$ cat src/rtl/jtag_tap_controller.sv
// jtag_tap_controller
//   IEEE 1149.1 TAP controller for the SiP test port. It runs the 16-state TAP
//   FSM from TMS and owns the instruction register and the BYPASS and IDCODE
//   data registers. It publishes tap_state and IR so the external data
//   registers can follow along, and it selects which serial output drives TDO.
//
// Ports
//   TCK        in   test clock; all state updates on the rising edge
//   TRST       in   synchronous active-high reset
//   TMS        in   test mode select
//   TDI        in   serial data in
//   config_tdo in   serial output of the 3D configuration data register
//   tap_state  out  current FSM state (registered, fixed 4-bit encoding)
//   IR         out  active (updated) instruction (registered)
//   TDO        out  serial data out
//   tdo_en     out  high while in SHIFT_DR or SHIFT_IR
module jtag_tap_controller #(
    parameter int unsigned          IR_WIDTH        = 4,
    parameter logic [31:0]          IDCODE_VAL      = 32'h1000_0001,
    parameter logic [IR_WIDTH-1:0]  INSTR_IDCODE    = 4'h1,
    parameter logic [IR_WIDTH-1:0]  INSTR_CONFIG_3D = 4'h3,
    parameter logic [IR_WIDTH-1:0]  INSTR_BYPASS    = 4'hF
) (
    input  logic                TCK,
    input  logic                TRST,
    input  logic                TMS,
    input  logic                TDI,
    input  logic                config_tdo,
    output logic [3:0]          tap_state,
    output logic [IR_WIDTH-1:0] IR,
    output logic                TDO,
    output logic                tdo_en
);

    // Encoding is shared with every downstream data register; do not reorder.
    typedef enum logic [3:0] {
        StTestLogicReset = 4'd0,
        StRunTestIdle    = 4'd1,
        StSelectDr       = 4'd2,
        StCaptureDr      = 4'd3,
        StShiftDr        = 4'd4,
        StExit1Dr        = 4'd5,
        StPauseDr        = 4'd6,
        StExit2Dr        = 4'd7,
        StUpdateDr       = 4'd8,
        StSelectIr       = 4'd9,
        StCaptureIr      = 4'd10,
        StShiftIr        = 4'd11,
        StExit1Ir        = 4'd12,
        StPauseIr        = 4'd13,
        StExit2Ir        = 4'd14,
        StUpdateIr       = 4'd15
    } tap_state_e;

    // Fixed pattern captured into the IR shift register (LSBs 01 as required).
    localparam logic [IR_WIDTH-1:0] IrCapture = {{(IR_WIDTH-1){1'b0}}, 1'b1};

    tap_state_e          state_q, state_d;
    logic [IR_WIDTH-1:0] ir_q, ir_d;
    logic [IR_WIDTH-1:0] ir_sr_q, ir_sr_d;
    logic                bypass_q, bypass_d;
    logic [31:0]         idcode_sr_q, idcode_sr_d;

    logic idcode_sel;
    logic config_sel;
    logic bypass_sel;

    assign idcode_sel = (ir_q == INSTR_IDCODE);
    assign config_sel = (ir_q == INSTR_CONFIG_3D);
    // Undefined codes fall back to BYPASS so the chain length stays defined.
    assign bypass_sel = (ir_q == INSTR_BYPASS) || !(idcode_sel || config_sel);

    // Next-state transition function.
    always_comb begin
        state_d = state_q;
        unique case (state_q)
            StTestLogicReset: state_d = TMS ? StTestLogicReset : StRunTestIdle;
            StRunTestIdle:    state_d = TMS ? StSelectDr       : StRunTestIdle;
            StSelectDr:       state_d = TMS ? StSelectIr       : StCaptureDr;
            StCaptureDr:      state_d = TMS ? StExit1Dr        : StShiftDr;
            StShiftDr:        state_d = TMS ? StExit1Dr        : StShiftDr;
            StExit1Dr:        state_d = TMS ? StUpdateDr       : StPauseDr;
            StPauseDr:        state_d = TMS ? StExit2Dr        : StPauseDr;
            StExit2Dr:        state_d = TMS ? StUpdateDr       : StShiftDr;
            StUpdateDr:       state_d = TMS ? StSelectDr       : StRunTestIdle;
            StSelectIr:       state_d = TMS ? StTestLogicReset : StCaptureIr;
            StCaptureIr:      state_d = TMS ? StExit1Ir        : StShiftIr;
            StShiftIr:        state_d = TMS ? StExit1Ir        : StShiftIr;
            StExit1Ir:        state_d = TMS ? StUpdateIr       : StPauseIr;
            StPauseIr:        state_d = TMS ? StExit2Ir        : StPauseIr;
            StExit2Ir:        state_d = TMS ? StUpdateIr       : StShiftIr;
            StUpdateIr:       state_d = TMS ? StSelectDr       : StRunTestIdle;
            default:          state_d = StTestLogicReset;
        endcase
    end

    // Register actions keyed on the state held during the edge.
    always_comb begin
        ir_d        = ir_q;
        ir_sr_d     = ir_sr_q;
        bypass_d    = bypass_q;
        idcode_sr_d = idcode_sr_q;
        case (state_q)
            StTestLogicReset: ir_d    = INSTR_IDCODE;
            StCaptureIr:      ir_sr_d = IrCapture;
            StShiftIr:        ir_sr_d = {TDI, ir_sr_q[IR_WIDTH-1:1]};
            StUpdateIr:       ir_d    = ir_sr_q;
            StCaptureDr: begin
                if (bypass_sel) bypass_d    = 1'b0;
                if (idcode_sel) idcode_sr_d = IDCODE_VAL;
            end
            StShiftDr: begin
                if (bypass_sel) bypass_d    = TDI;
                if (idcode_sel) idcode_sr_d = {TDI, idcode_sr_q[31:1]};
            end
            default: ;
        endcase
    end

    // TRST wins over TMS; a mid-scan reset never reaches an UPDATE state.
    always_ff @(posedge TCK) begin
        if (TRST) begin
            state_q     <= StTestLogicReset;
            ir_q        <= INSTR_IDCODE;
            ir_sr_q     <= IrCapture;
            bypass_q    <= 1'b0;
            idcode_sr_q <= IDCODE_VAL;
        end else begin
            state_q     <= state_d;
            ir_q        <= ir_d;
            ir_sr_q     <= ir_sr_d;
            bypass_q    <= bypass_d;
            idcode_sr_q <= idcode_sr_d;
        end
    end

    assign tap_state = state_q;
    assign IR        = ir_q;
    assign tdo_en    = (state_q == StShiftDr) || (state_q == StShiftIr);

    // Serial output mux; all sources are registered except config_tdo, which
    // is itself a register output of the downstream config chain.
    always_comb begin
        TDO = 1'b0;
        if (state_q == StShiftIr) begin
            TDO = ir_sr_q[0];
        end else if (state_q == StShiftDr) begin
            if (idcode_sel)      TDO = idcode_sr_q[0];
            else if (config_sel) TDO = config_tdo;
            else                 TDO = bypass_q;
        end
    end

endmodule
$ cat config.mk
export PLATFORM = sky130hd
export DESIGN_NAME = jtag_tap_controller
export DESIGN_NICKNAME = d
export VERILOG_FILES = /design/src/rtl/jtag_tap_controller.sv
export SDC_FILE = /design/constraint.sdc
export NUM_CORES = 1
export LEC_CHECK = 0
export ABC_AREA = 1
export CORE_UTILIZATION = 60
export CTS_BUF_LIST = sky130_fd_sc_hd__clkbuf_4 sky130_fd_sc_hd__clkbuf_8
export DETAILED_ROUTE_END_ITERATION = 12
export PLACE_DENSITY = 0.82
export SKIP_LAST_GASP = 1
export SYNTH_ARGS = -nofsm -noshare
export SYNTH_HDL_FRONTEND = slang
export SYNTH_SLANG_ARGS = --single-unit
$ cat constraint.sdc
create_clock -name TCK -period 1.85 [get_ports TCK]
set_clock_uncertainty 0.1 [all_clocks]
set_input_delay 0.2775 -clock TCK [delete_from_list [all_inputs] [get_ports TCK]]
set_output_delay 0.2775 -clock TCK [all_outputs]
set_load 0.05 [all_outputs]
**Placement density heat map**

Drawn at 6 px/µm. 12 x 12 tiles, from dark blue (low) to red (high), 0 to 100% covered.
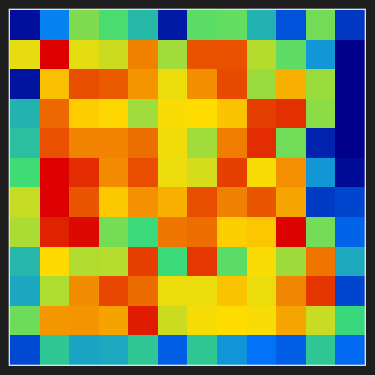
fullest tile	100%
nearly empty tiles	2.8%
mean over tiles	63%
standard cell core area: 0.00308 mm²
utilization after layout: 73.7%
Init Core Util: 63.5%

**Cell outlines without signal wires**

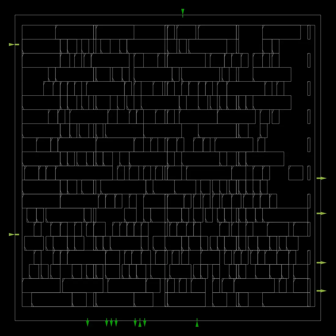
tapcell count: 44
Post-Layout Cell Count: 338

==> out/results.tsv <==
metric	value	unit
result_of_the_run	complete, but fails checks	
violated_checks	negative setup slack	
timing.critical_path.from_type	flip-flop	
worstReg2RegEnd	idcode_sr_q[30]$_SDFFE_PP0P_	
layout_min_cycle_time	1.94	ns
yosysUniqueCellTypes	20	
yosys-stat-cells	275	
design.portCount	15	
detail_route.vias_per_cell	5.06	
synth.top_cells.by_count	sky130_fd_sc_hd__nand2_1, sky130_fd_sc_hd__dfxtp_1, sky130_fd_sc_hd__a21oi_1, sky130_fd_sc_hd__inv_1, sky130_fd_sc_hd__nor2_1	
tritoncts.num_buffers	5	
clock_path_buffers	2	
timing.max_cap.violations	0	
placement.cell_area	0.00215	mm²
root_buffer_cell	sky130_fd_sc_hd__clkbuf_4	
vdd_ir_drop_max	1030	µV
grt_first_pass_wirelength	6140	µm
placement.setup.worst_slack	0.214	ns
worstReg2RegStart	IR[0]$_SDFFE_PP1P_	
setup_slack	-0.0897	ns
worst-path-max-fanout	3	
cp_slowest_stage_delay	0.38	ns
nets	298	
pin_count_of_the_biggest_net_entering_global_routing	33	
postSynthNetCount	280	
synth_chip_area	0.00196	mm²
max_clock_freq	0.516	GHz
grt_pass1_vias	1470	
drt.antenna.violating_nets	0	
transition_time_of_the_tightest_slew_check_pin	0.319	ns
setup_viol_count_final	1	
**Cells by drive strength**

Drawn at 6 px/µm.
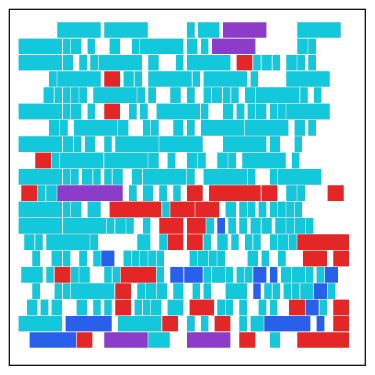
color	size	cells	share
blue	_2 cells	14	4.8%
red	_3 and _4 cells	32	11%
cyan	_0 and _1 cells	243	83%
purple	_6 and larger	5	1.7%
signed area change from the synthesized netlist to the final layout: 15.9%
final std cell area, no fill: 0.00227 mm²
post-route setup slack: -0.0897 ns

-- layout make-up --
cell class,instances,area [µm²],share of cell area [%]
sequential,45,920,40.6
multi-input combinational,196,893,39.4
timing repair buffer,23,233,10.3
inverter,22,82.6,3.64
tap,44,55.1,2.43
clock buffer,6,45.0,1.99
clock inverter,2,38.8,1.71
-- how the worst max path moves through the flow --
stage	to	depth (start not counted)
6_report	TDO	7
5_1_grt	TDO	7
4_1_cts	TDO	6
3_5_place_dp	TDO	7
3_3_place_gp	TDO	7
2_1_floorplan	TDO	6
-- cell usage in the layout, fill, tap and decap left out, types with 4 or more instances in the layout --
cell                              Yosys  final
sky130_fd_sc_hd__nand2_1            108    107
sky130_fd_sc_hd__a21oi_1             41     41
sky130_fd_sc_hd__dfxtp_1             45     38
sky130_fd_sc_hd__inv_1               20     18
sky130_fd_sc_hd__buf_4                0     15
sky130_fd_sc_hd__nor2_1              16     14
sky130_fd_sc_hd__nand3_1              7      7
sky130_fd_sc_hd__o21ai_0              7      6
sky130_fd_sc_hd__clkbuf_4             0      6
sky130_fd_sc_hd__dfxtp_4              0      4
sky130_fd_sc_hd__nand2_2              3      4
sky130_fd_sc_hd__inv_2                2      4
sky130_fd_sc_hd__clkdlybuf4s50_1      0      4
sky130_fd_sc_hd__buf_12               0      4
-- cell families after synthesis --
logic type	after synthesis	synth area share [%]
AOI/OAI and AO/OA	54	14.4
buffers and inverters	34	9.21
DFF	45	46.1
and+or+nand+nor	142	30.3
-- what timing repair did --
item / in CTS / in global routing
gates resized: 5 / 1
setup buffers: 2 / 0
endpoints found under the setup margin: 2 / 2
pin swaps: 1 / 0
-- worst register-to-register path, cell delays in order, from the launching register on --
cell                      delay (ns)
sky130_fd_sc_hd__dfxtp_4        0.38
sky130_fd_sc_hd__inv_1          0.07
sky130_fd_sc_hd__nor3_4         0.15
sky130_fd_sc_hd__nand2_2        0.11
sky130_fd_sc_hd__nor2_4         0.10
sky130_fd_sc_hd__buf_4          0.28
sky130_fd_sc_hd__nand2_1        0.09
sky130_fd_sc_hd__a21oi_1        0.15
-- power breakdown --
| group | leakage, µW | switching [µW] | internal (µW) |
|---|---|---|---|
| Clock | 0.0000459 | 321 | 303 |
| Combinational | 0.000527 | 69.5 | 41.7 |
| Sequential | 0.000366 | 7.90 | 970 |
-- routing by layer --
| layer | vias up | track usage, % | share of wire [%] | wire length (µm) |
|---|---|---|---|---|
| met5 | - | 0 | 0 | 0 |
| met4 | 0 | 13.3 | 2.5 | 93 |
| met3 | 10 | 7.21 | 5.1 | 187 |
| met2 | 35 | 34.7 | 45 | 1650 |
| met1 | 754 | 30.9 | 47 | 1720 |
| li1 | 912 | - | - | - |
-- sequential cells by signal (all words and copies together) (netlist names) --
signal and flops:
idcode_sr_q 32, IR 4, bypass_q 1, tap_state 4
ir_sr_q 4
Power is estimated from default activity; no workload was simulated.
